==> config.mk <==
export PLATFORM = sky130hd
export DESIGN_NAME = cmd_spi_intf_flat
export DESIGN_NICKNAME = d
export VERILOG_FILES = /design/src/rtl/cmd_pkg.sv /design/src/rtl/cmd_spi_intf_if.sv /design/src/rtl/sync_edge.sv /design/src/rtl/cmd_spi_intf.sv /design/src/flat_wrapper.sv
export SDC_FILE = /design/constraint.sdc
export NUM_CORES = 1
export LEC_CHECK = 0
export CAP_MARGIN = 20
export CORE_MARGIN = 2
export CORE_UTILIZATION = 59
export DETAILED_ROUTE_END_ITERATION = 6
export PLACE_DENSITY = 0.84
export SETUP_SLACK_MARGIN = 0.1
export SYNTH_ARGS = -nofsm -noshare
export SYNTH_HDL_FRONTEND = slang
export SYNTH_SLANG_ARGS = --single-unit
export TNS_END_PERCENT = 20
==> constraint.sdc <==
create_clock -name clk -period 3.85 [get_ports clk]
set_input_delay 0.77 -clock clk [delete_from_list [all_inputs] [get_ports clk]]
set_output_delay 0.77 -clock clk [all_outputs]
set_load 0.03 [all_outputs]
==> src/rtl/cmd_pkg.sv <==
// cmd_pkg: frame geometry, command opcodes and FSM states shared by the SPI
// front end and the control state machine.
package cmd_pkg;
  localparam int FRM_BITS = 24;
  localparam int RSP_BITS = 16;
  localparam int OPC_MSB = 23;
  localparam int OPC_LSB = 14;
  localparam int OPC_BITS = OPC_MSB - OPC_LSB + 1;
  localparam int EEP_ADDR_MSB = 17;
  localparam int EEP_ADDR_LSB = 16;
  localparam logic [OPC_BITS-1:0] NEW_XSET = 10'h300;
  localparam logic [OPC_BITS-1:0] START_CM = 10'h003;
  localparam logic [OPC_BITS-1:0] WRT_EEP = 10'h0C0;
  // READ_EEP carries the EEPROM address in cfg_data[17:16]; those bits are zero here
  localparam logic [OPC_BITS-1:0] READ_EEP = 10'h100;
  typedef enum logic [1:0] {
    IDLE   = 2'd0,
    ACTIVE = 2'd1,
    CHECK  = 2'd2
  } state_e;
endpackage

==> src/rtl/cmd_spi_intf_if.sv <==
// cmd_spi_intf_if: command/response handshake between the SPI front end
// (slave) and the control state machine (master).
interface cmd_spi_intf_if #(
  parameter int FRM_BITS = cmd_pkg::FRM_BITS,
  parameter int RSP_BITS = cmd_pkg::RSP_BITS
);
  logic [FRM_BITS-1:0] cfg_data;
  logic                frm_rdy;
  logic                clr_rdy;
  logic                snd_rsp;
  logic [RSP_BITS-1:0] rsp_data;
  logic                rsp_pend;
  logic                frm_err;
  modport master (
    input  cfg_data, frm_rdy, rsp_pend, frm_err,
    output clr_rdy, snd_rsp, rsp_data
  );
  modport slave (
    output cfg_data, frm_rdy, rsp_pend, frm_err,
    input  clr_rdy, snd_rsp, rsp_data
  );
endinterface

==> src/rtl/sync_edge.sv <==
// sync_edge: two-flop synchronizer plus a history flop so that rise/fall are
// single-cycle pulses on the synchronized level.
module sync_edge #(
  parameter logic RST_VAL = 1'b0
) (
  input  logic clk,
  input  logic rst_n,
  input  logic d,
  output logic sync,
  output logic rise,
  output logic fall
);
  logic [2:0] sh_q, sh_d;
  always_comb sh_d = {sh_q[1:0], d};
  always_ff @(posedge clk or negedge rst_n)
    if (!rst_n) sh_q <= {3{RST_VAL}};
    else sh_q <= sh_d;
  assign sync = sh_q[1];
  assign rise = sh_q[1] & ~sh_q[2];
  assign fall = ~sh_q[1] & sh_q[2];
endmodule

==> src/rtl/cmd_spi_intf.sv <==
// cmd_spi_intf: SPI mode-0 command receiver and response transmitter; frames
// are length-checked on SS_n rise before being handed to the control FSM.
module cmd_spi_intf #(
  parameter int FRM_BITS = cmd_pkg::FRM_BITS,
  parameter int RSP_BITS = cmd_pkg::RSP_BITS
) (
  input  logic clk,
  input  logic rst_n,
  input  logic SS_n,
  input  logic SCLK,
  input  logic MOSI,
  output logic MISO,
  cmd_spi_intf_if.slave bus
);
  import cmd_pkg::*;
  logic ss_unused, ss_rise, ss_fall;
  logic sclk_unused, sclk_rise, sclk_fall;
  logic mosi_s;
  logic [1:0] mosi_unused;
  sync_edge #(.RST_VAL(1'b1)) u_ss (
    .clk(clk), .rst_n(rst_n), .d(SS_n), .sync(ss_unused), .rise(ss_rise), .fall(ss_fall)
  );
  sync_edge #(.RST_VAL(1'b0)) u_sclk (
    .clk(clk), .rst_n(rst_n), .d(SCLK), .sync(sclk_unused), .rise(sclk_rise), .fall(sclk_fall)
  );
  sync_edge #(.RST_VAL(1'b0)) u_mosi (
    .clk(clk), .rst_n(rst_n), .d(MOSI), .sync(mosi_s), .rise(mosi_unused[0]), .fall(mosi_unused[1])
  );
  state_e state_q, state_d;
  logic [4:0] cnt_q, cnt_d;
  logic [FRM_BITS-1:0] rx_q, rx_d, cfg_q, cfg_d;
  logic [RSP_BITS-1:0] tx_q, tx_d, tx_buf_q, tx_buf_d;
  logic rsp_pend_q, rsp_pend_d, frm_rdy_q, frm_rdy_d, frm_err_q, frm_err_d, miso_q, miso_d;
  always_comb begin
    state_d = state_q;
    cnt_d = cnt_q;
    rx_d = rx_q;
    tx_d = tx_q;
    cfg_d = cfg_q;
    rsp_pend_d = rsp_pend_q;
    tx_buf_d = bus.snd_rsp ? bus.rsp_data : tx_buf_q;
    frm_rdy_d = bus.clr_rdy ? 1'b0 : frm_rdy_q;
    frm_err_d = 1'b0;
    miso_d = (state_q == ACTIVE) & tx_q[RSP_BITS-1];
    case (state_q)
      IDLE:
        if (ss_fall) begin
          state_d = ACTIVE;
          cnt_d = '0;
          tx_d = rsp_pend_q ? tx_buf_q : '0;
          rsp_pend_d = 1'b0;
        end
      ACTIVE:
        if (ss_rise) state_d = CHECK;
        else begin
          if (sclk_rise) begin
            rx_d = {rx_q[FRM_BITS-2:0], mosi_s};
            cnt_d = (cnt_q == 5'd31) ? cnt_q : cnt_q + 5'd1;
          end
          if (sclk_fall) tx_d = {tx_q[RSP_BITS-2:0], 1'b0};
        end
      CHECK: begin
        state_d = IDLE;
        if (cnt_q == 5'(FRM_BITS)) begin
          cfg_d = rx_q;
          frm_rdy_d = 1'b1;
          frm_err_d = frm_rdy_q;
        end else frm_err_d = 1'b1;
      end
      default: state_d = IDLE;
    endcase
    // a response loaded in the frame-start cycle waits for the next frame
    if (bus.snd_rsp) rsp_pend_d = 1'b1;
  end
  always_ff @(posedge clk or negedge rst_n)
    if (!rst_n) begin
      state_q <= IDLE;
      cnt_q <= '0;
      rx_q <= '0;
      tx_q <= '0;
      tx_buf_q <= '0;
      cfg_q <= '0;
      rsp_pend_q <= 1'b0;
      frm_rdy_q <= 1'b0;
      frm_err_q <= 1'b0;
      miso_q <= 1'b0;
    end else begin
      state_q <= state_d;
      cnt_q <= cnt_d;
      rx_q <= rx_d;
      tx_q <= tx_d;
      tx_buf_q <= tx_buf_d;
      cfg_q <= cfg_d;
      rsp_pend_q <= rsp_pend_d;
      frm_rdy_q <= frm_rdy_d;
      frm_err_q <= frm_err_d;
      miso_q <= miso_d;
    end
  assign MISO = miso_q;
  assign bus.cfg_data = cfg_q;
  assign bus.frm_rdy = frm_rdy_q;
  assign bus.rsp_pend = rsp_pend_q;
  assign bus.frm_err = frm_err_q;
endmodule

==> src/flat_wrapper.sv <==
// flat-port wrapper written by rule: the top's interface ports become plain ports
module cmd_spi_intf_flat import cmd_pkg::*;
#(
  parameter int FRM_BITS = cmd_pkg::FRM_BITS,
  parameter int RSP_BITS = cmd_pkg::RSP_BITS
)
  (clk, rst_n, SS_n, SCLK, MOSI, MISO, bus_cfg_data, bus_frm_rdy, bus_rsp_pend, bus_frm_err, bus_clr_rdy, bus_snd_rsp, bus_rsp_data);
  cmd_spi_intf_if #(.FRM_BITS(FRM_BITS), .RSP_BITS(RSP_BITS)) bus_i ();
  input  logic clk;
  input  logic rst_n;
  input  logic SS_n;
  input  logic SCLK;
  input  logic MOSI;
  output logic MISO;
  output wire logic [$bits(bus_i.cfg_data)-1:0] bus_cfg_data;
  output wire logic [$bits(bus_i.frm_rdy)-1:0] bus_frm_rdy;
  output wire logic [$bits(bus_i.rsp_pend)-1:0] bus_rsp_pend;
  output wire logic [$bits(bus_i.frm_err)-1:0] bus_frm_err;
  input wire logic [$bits(bus_i.clr_rdy)-1:0] bus_clr_rdy;
  input wire logic [$bits(bus_i.snd_rsp)-1:0] bus_snd_rsp;
  input wire logic [$bits(bus_i.rsp_data)-1:0] bus_rsp_data;
  assign bus_cfg_data = bus_i.cfg_data;
  assign bus_frm_rdy = bus_i.frm_rdy;
  assign bus_rsp_pend = bus_i.rsp_pend;
  assign bus_frm_err = bus_i.frm_err;
  assign bus_i.clr_rdy = bus_clr_rdy;
  assign bus_i.snd_rsp = bus_snd_rsp;
  assign bus_i.rsp_data = bus_rsp_data;
  cmd_spi_intf #(.FRM_BITS(FRM_BITS), .RSP_BITS(RSP_BITS)) u_core (.clk(clk), .rst_n(rst_n), .SS_n(SS_n), .SCLK(SCLK), .MOSI(MOSI), .MISO(MISO), .bus(bus_i));
endmodule
==> results.sh, run 1 <==
# physical design summary
export IMPL_fp_util_pct=59.89
export IMPL_edf_count=0
export IMPL_hold_path_depth=0
export IMPL_ys_cells=289
export IMPL_numCtsBuffers=9
export IMPL_period_minus_slack_ps=2623
export IMPL_grt_util_all_layers_pct=19.79
export IMPL_slew_viol_final=0
export IMPL_syn_nets=315
export IMPL_ant_nets=0
export IMPL_synth_flops=99
export IMPL_netlist_area_um2=4001
export IMPL_rr_worst_depth=4
export IMPL_crit_path_max_incr_delay_ps=780
export IMPL_yosysUniqueCellTypes=36
export IMPL_n_antenna_cell=0
export IMPL_drtIter0Drc=148
export IMPL_crit_chain="clkdlybuf4s50_1"
export IMPL_largest_area_cell="dfrtp_1"
export IMPL_finClkSkew_ps=8.632
export IMPL_worstMarginPinSlew_ps=930.4
export IMPL_routabilityCongestion=0.7709
export IMPL_cts_root_buf="clkbuf_8"
export IMPL_endpoint_kind="output port"
export IMPL_rsz0062_at_grt="no"
export IMPL_die_x_um=86.35
export IMPL_min_from="u_core.u_mosi.sh_q[0]"
export IMPL_clk_path_buf_depth=2
export IMPL_routed_wl_um=6754
export IMPL_cts_tree="yes"
export IMPL_critPathBufInv=1
export IMPL_area_delta_synth_final_pct=18.70
export IMPL_dpl_cell_area_um2=4541
export IMPL_drtPass1Iterations=4
export IMPL_vias_per_cell=5.536
export IMPL_dieArea_um2=7456
export IMPL_critPathMaxFanout=18
export IMPL_required_ps=3080
export IMPL_top_cell_area_share_pct=60.04
export IMPL_ios=51
export IMPL_grt_pass1_wl_um=11390
export IMPL_wl_per_cell_um=15.89
export IMPL_r2r_start="u_core.state_q[0]"
export IMPL_hold_class="flip-flop to flip-flop"
export IMPL_outcome="complete, no violations"
export IMPL_dp_hpwl_um=4420
## run 1: Yosys cell counts (4+ instances only)
library cell,count
clkbuf_1,6
dfrtp_1,96
nand2_1,33
nor2_1,4
inv_1,4
o21ai_0,4
nand3_1,18
mux2_2,79
## run 1: final cells by class
type / instances / area, µm²
Fill cell: 465 / 1932
Clock inverter: 7 / 85.08
Tap cell: 80 / 100.1
Sequential cell: 99 / 2481
Multi-Input combinational cell: 172 / 1416
Timing Repair Buffer: 54 / 528.0
Inverter: 4 / 15.01
Clock buffer: 9 / 123.9
## run 1: worst max path at each step
stage | to | cells past startpoint | slack, ps | start
after floorplan | u_core.cnt_q[3] | 7 | 1890 | u_core.cnt_q[0]
after global placement | u_core.tx_buf_q[12] | 2 | 1580 | bus_snd_rsp
after detailed placement | u_core.tx_buf_q[11] | 2 | 1540 | bus_snd_rsp
after CTS | bus_rsp_pend | 1 | 1230 | u_core.bus.rsp_pend
after global routing | bus_rsp_pend | 1 | 1150 | u_core.bus.rsp_pend
final | bus_rsp_pend | 1 | 1230 | u_core.bus.rsp_pend
## run 1: cell usage in the layout, fill, tap and decap left out, types with 4 or more instances in the layout
cell / count
inv_1: 4
o21ai_0: 4
nand2_1: 33
nand3_1: 18
nor2_1: 4
clkbuf_8: 9
dfrtp_1: 96
clkdlybuf4s50_1: 49
mux2_2: 79
buf_4: 5
## run 1: flip-flops by register name, indices dropped and copies added (netlist names)
register             flops
u_core.MISO              1
u_core.bus.cfg_data     24
u_core.bus.frm_err       1
u_core.bus.frm_rdy       1
u_core.bus.rsp_pend      1
u_core.cnt_q             5
u_core.rx_q             24
u_core.state_q           2
u_core.tx_buf_q         16
u_core.tx_q             16
u_core.u_mosi.sh_q       2
u_core.u_sclk.sh_q       3
u_core.u_ss.sh_q         3
## run 1: power by group
group,internal (µW),total [µW],switching [µW],leakage (µW)
Clock,311,684,373,0.0000995
Combinational,175,321,145,0.000846
Sequential,1180,1280,92.9,0.00128
Total,1670,2280,611,0.00223
## run 1: cells by family (layout without fill, tap and decap cells)
group,count (synthesis),after routing,share of synthesized area (%)
DFF,99,99,62.01
buffers and inverters,18,74,2.595
and+or+nand+nor,74,74,9.475
adders and majority gates,3,3,0.9382
AOI/OAI and AO/OA,14,14,2.221
muxes,81,81,22.76
## run 1: per-layer routing
| layer | track usage [%] | vias up | share of wire (%) |
|---|---|---|---|
| li1 | - | 1105 | - |
| met2 | 30.35 | 42 | 49 |
| met3 | 3.714 | 10 | 2.9 |
| met1 | 28.17 | 1196 | 46 |
| met5 | 0 | - | 0 |
| met4 | 8.239 | 0 | 1.8 |
## run 1: metrics by stage
stage / total power [µW] / utilization [%] / setup slack [ps] / cells / hold slack, ps
2_1_floorplan: 1512 / - / 1892 / 289 / 331.2
3_3_place_gp: 1598 / 67.96 / 1584 / 409 / 332.1
3_5_place_dp: 1623 / 67.96 / 1540 / 409 / 339.3
4_1_cts: 2303 / 71.09 / 1230 / 425 / 361.4
5_1_grt: 2406 / 71.09 / 1153 / 425 / 369.1
6_report: 2282 / 71.09 / 1227 / 425 / 359.3
### Port wiring, run 1

The bar under the picture is 20 µm long.
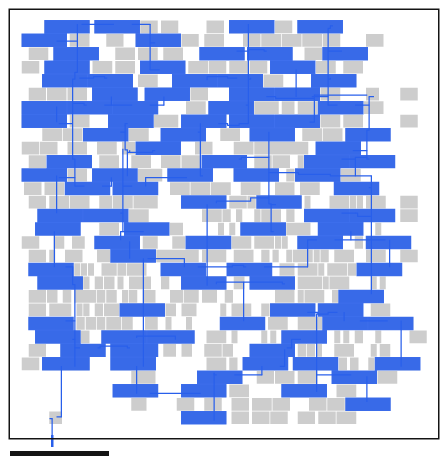
port	color	bits	direction	edge	end cells	wire
rst_n	blue	1	input	south	99	661 µm

### Routed metal, one color a layer, run 1

Only two layers are drawn.
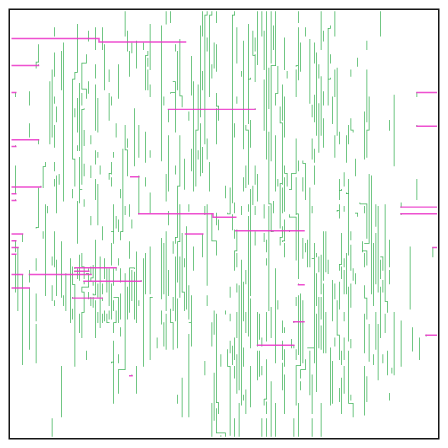
layer	color	wire length
met2	green	3330 µm
met3	magenta	198 µm

### Signal wires on met1, run 1

The bar under the picture is 20 µm long. Supply wires on this layer in gray.
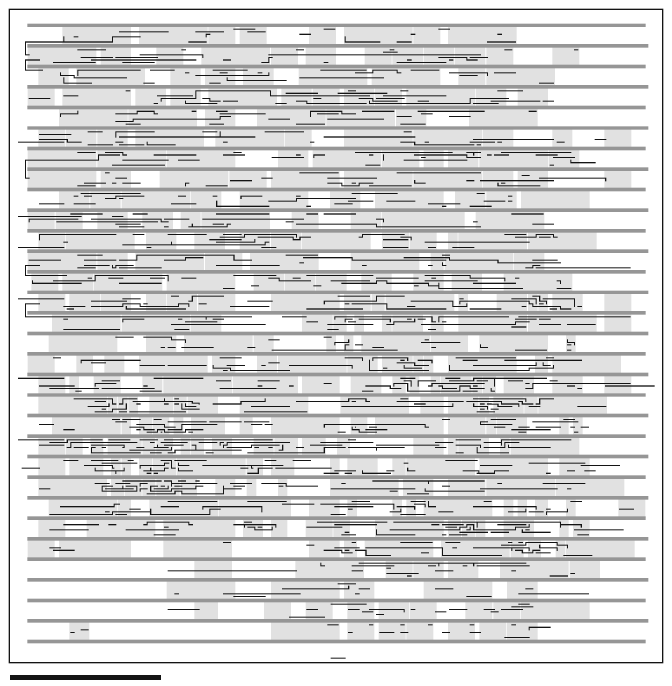
longest straight run	29.9 µm
wire length on this layer	3100 µm
nets with wire on the layer	331
share of all routed wire	46%

### Register map, names as in the netlist, run 1

The bar under the picture is 20 µm long.
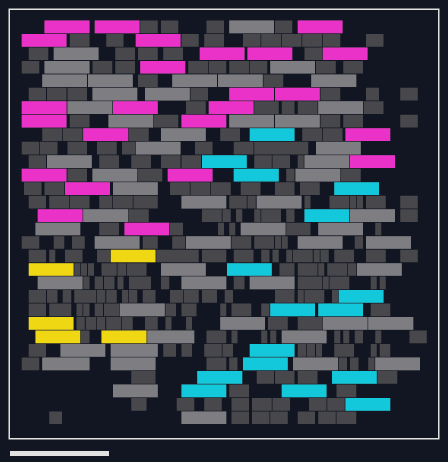

--- run 2 (diff from run 1) ---
--- a/config.mk
+++ b/config.mk
@@ -7,9 +7,9 @@
 export LEC_CHECK = 0
 export CAP_MARGIN = 20
 export CORE_MARGIN = 2
-export CORE_UTILIZATION = 59
+export CORE_UTILIZATION = 55
 export DETAILED_ROUTE_END_ITERATION = 6
-export PLACE_DENSITY = 0.84
+export PLACE_DENSITY = 0.79
 export SETUP_SLACK_MARGIN = 0.1
 export SYNTH_ARGS = -nofsm -noshare
 export SYNTH_HDL_FRONTEND = slang
==> constraint.sdc (replaced) <==
create_clock -name clk -period 2.5 [get_ports clk]
set_input_delay 0.5 -clock clk [delete_from_list [all_inputs] [get_ports clk]]
set_output_delay 0.5 -clock clk [all_outputs]
set_load 0.03 [all_outputs]
### Register map, names as in the netlist, run 2

The bar under the picture is 20 µm long.
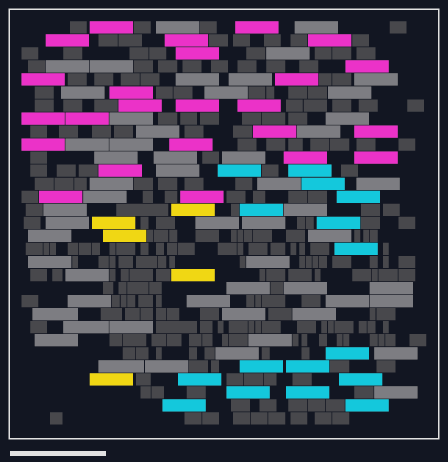
signal	color	placed flops
u_core.bus.cfg_data	magenta	24
u_core.tx_buf_q	cyan	16
u_core.cnt_q	yellow	5
not colored	54

==> run 2 against run 1 <==
Register-to-register slack worse by 1200 ps. Largest power group unchanged. Power is 55% higher. Worst setup slack lost 850 ps. Clock skew grew 3.9 ps. Die area grew 6.9%. Hold slack worse by 180 ps. First-iteration DRC count is 12% lower. Global-route usage down 0.54 points.
==> results.sh, run 2 <==
# physical design summary
export IMPL_outcome="complete, no violations"
export IMPL_final_seq_area_um2=2481
export IMPL_post_cts_buffers=0
export IMPL_cts_sinks=99
export IMPL_ys_top_cells_by_count="dfrtp_1, mux2_2, nand2_1"
export IMPL_synth_flops=99
export IMPL_intPower_uw=2607
export IMPL_required_ps=2800
export IMPL_adder_share_pct=0.9381
export IMPL_ir_worst_vdd_v=0.0003924
export IMPL_routed_wl_um=6774
export IMPL_fillCellCount=546
export IMPL_overflow=0
export IMPL_period_minus_slack_ps=2123
export IMPL_dp_hpwl_um=4438
export IMPL_xor_area_share_pct=0
export IMPL_n_antenna_cell=0
export IMPL_fp_util_pct=56.07
export IMPL_die_y_um=89.30
export IMPL_flop_cell="dfrtp_1"
export IMPL_ant_nets=0
export IMPL_ys_top_logic_family="multiplexers"
export IMPL_largest_area_cell="dfrtp_1"
export IMPL_cts_tree="yes"
export IMPL_vias=2348
export IMPL_yosys_warnings=0
export IMPL_area_delta_synth_final_pct=20.45
export IMPL_netlist_area_um2=4001
export IMPL_setup_slack_ps=376.5
export IMPL_nets=372
export IMPL_rsz0062_at_grt="no"
export IMPL_ys_sh_mux_pct=22.76
export IMPL_slew_viol_final=0
export IMPL_aoi_share_pct=2.220
export IMPL_dieArea_um2=7974
export IMPL_ys_seq_share_pct=62.01
export IMPL_routabilityCongestion=0.8139
export IMPL_power_uw=3543
export IMPL_vias_per_cell=5.218
export IMPL_dpl_worst_slack_ps=402.1
export IMPL_power_switching_uw=936.3
export IMPL_worstMarginPinSlew_ps=796.3
export IMPL_max_clock_freq_ghz=0.4709
export IMPL_finClkSkew_ps=12.50
export IMPL_core_area_um2=7137
export IMPL_drtPass1Iterations=4
export IMPL_worstSkewPairLatency_ps=360
export IMPL_max_cap_violations=0
export IMPL_rr_worst_depth=6
export IMPL_worst_slew_margin_rel_pct=46.75
export IMPL_ys_cells=289
export IMPL_critPathMaxFanout=6
export IMPL_critPathKind="flip-flop to flip-flop"
export IMPL_edf_count=0
export IMPL_die_x_um=89.30
export IMPL_htreeDepth=3
export IMPL_grt_util_all_layers_pct=19.25
export IMPL_numCtsBuffers=9
export IMPL_setup_viol=0
export IMPL_drtIter0Drc=130
export IMPL_layout_top_cell="dfrtp_1"
export IMPL_top_cell_area_share_pct=60.04
export IMPL_cts_root_buf="clkbuf_8"
export IMPL_yosysChipArea_um2=4001
export IMPL_ios=51
export IMPL_cts_clk_slew_worst_paths_ps=90
export IMPL_yosysUniqueCellTypes=36
export IMPL_grt_pass1_wl_um=11650
export IMPL_startpoint="u_core.cnt_q[0]"
export IMPL_postCtsResizedCells=0
export IMPL_clkPwrFrac_pct=30.2
export IMPL_synth_avg_cell_area_um2=13.85
export IMPL_wl_per_cell_um=15.05
export IMPL_lay_top_cells="dfrtp_1, mux2_2, clkdlybuf4s50_1, nand2_1, nand3_1"
export IMPL_comb_area_um2=1416
export IMPL_endpoint_kind="flip-flop"
export IMPL_syn_nets=315
export IMPL_p_sw_share_pct=26.42
export IMPL_pwr_share_seq_pct=55.5
export IMPL_r2r_start="u_core.cnt_q[0]"
export IMPL_portBuffers=50
export IMPL_clk_path_buf_depth=2
export IMPL_ys_sh_simple_pct=9.475
export IMPL_hold_class="input pin to asynchronous set/reset pin"
export IMPL_combPwrFrac_pct=14.3
export IMPL_yosys_cell_count_top_type="dfrtp_1"
### Signal wires on met1, run 2

The bar under the picture is 20 µm long. Supply wires on this layer in gray.
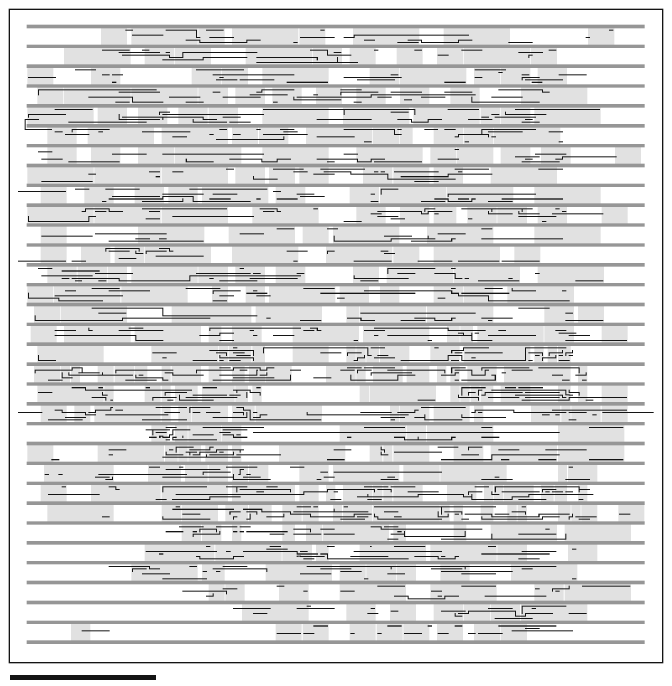
longest straight run	41.9 µm
share of all routed wire	46%
nets with wire on the layer	325

[run 2: cell counts after synthesis]
Identical to the previous run, type by type.
[run 2: critical path, stage by stage, from the launching register on]
cell and delay, ps:
dfrtp_1 450, ha_1 240, and3_1 160, ha_1 180, or3b_2 500, o41ai_1 360, a22o_1 170
[run 2: logic make-up (layout without fill, tap and decap cells)]
kind of cell,Yosys count,after routing
flops,99,99
mux,81,81
buf+inv,18,80
simple gates,74,74
fa+ha+maj,3,3
compound gates,14,14
[run 2: worst max path at each step]
stage | endpoint | slack (ps) | depth (start not counted)
4_1_cts | u_core.cnt_q[3] | 390 | 6
2_1_floorplan | u_core.cnt_q[3] | 540 | 7
5_1_grt | u_core.cnt_q[3] | 260 | 7
3_3_place_gp | u_core.cnt_q[3] | 510 | 7
6_report | u_core.cnt_q[3] | 380 | 6
3_5_place_dp | u_core.cnt_q[3] | 400 | 6
[run 2: stage by stage]
step / hold WS [ps] / util [%] / instance area [µm²] / cells
after floorplan: 204.4 / - / 4001 / 289
after global placement: 334.1 / 64.59 / 4609 / 434
after detailed placement: 345.7 / 64.59 / 4609 / 434
after CTS: 197.3 / 67.53 / 4820 / 450
after global routing: 219.8 / 67.53 / 4820 / 450
final: 180.0 / 67.53 / 4820 / 450
[run 2: final cells by class]
cell class	instances	area share, %
flip-flops and latches	99	51.48
clock inverters	6	1.506
repair buffers	60	11.89
well taps	99	2.570
clock buffers	10	2.856
inverters	4	0.3115
multi-input cells	172	29.39
[run 2: metal layers]
metal | vias up | part of all wire, % | GRT usage (%)
met3 | 13 | 3.9 | 4.894
met4 | 0 | 1.6 | 6.784
li1 | 1119 | - | -
met1 | 1167 | 46 | 25.90
met2 | 49 | 49 | 30.71
met5 | - | 0 | 0
[run 2: power by group through the flow]
stage	clock network [µW]	registers [µW]	logic, µW
after floorplan	0	1960	368
after global placement	0	1980	488
after detailed placement	0	2000	506
after CTS	1100	1970	515
after global routing	1170	2000	574
final	1070	1970	505
No activity file was given, so power comes from the tool's default toggle rates.
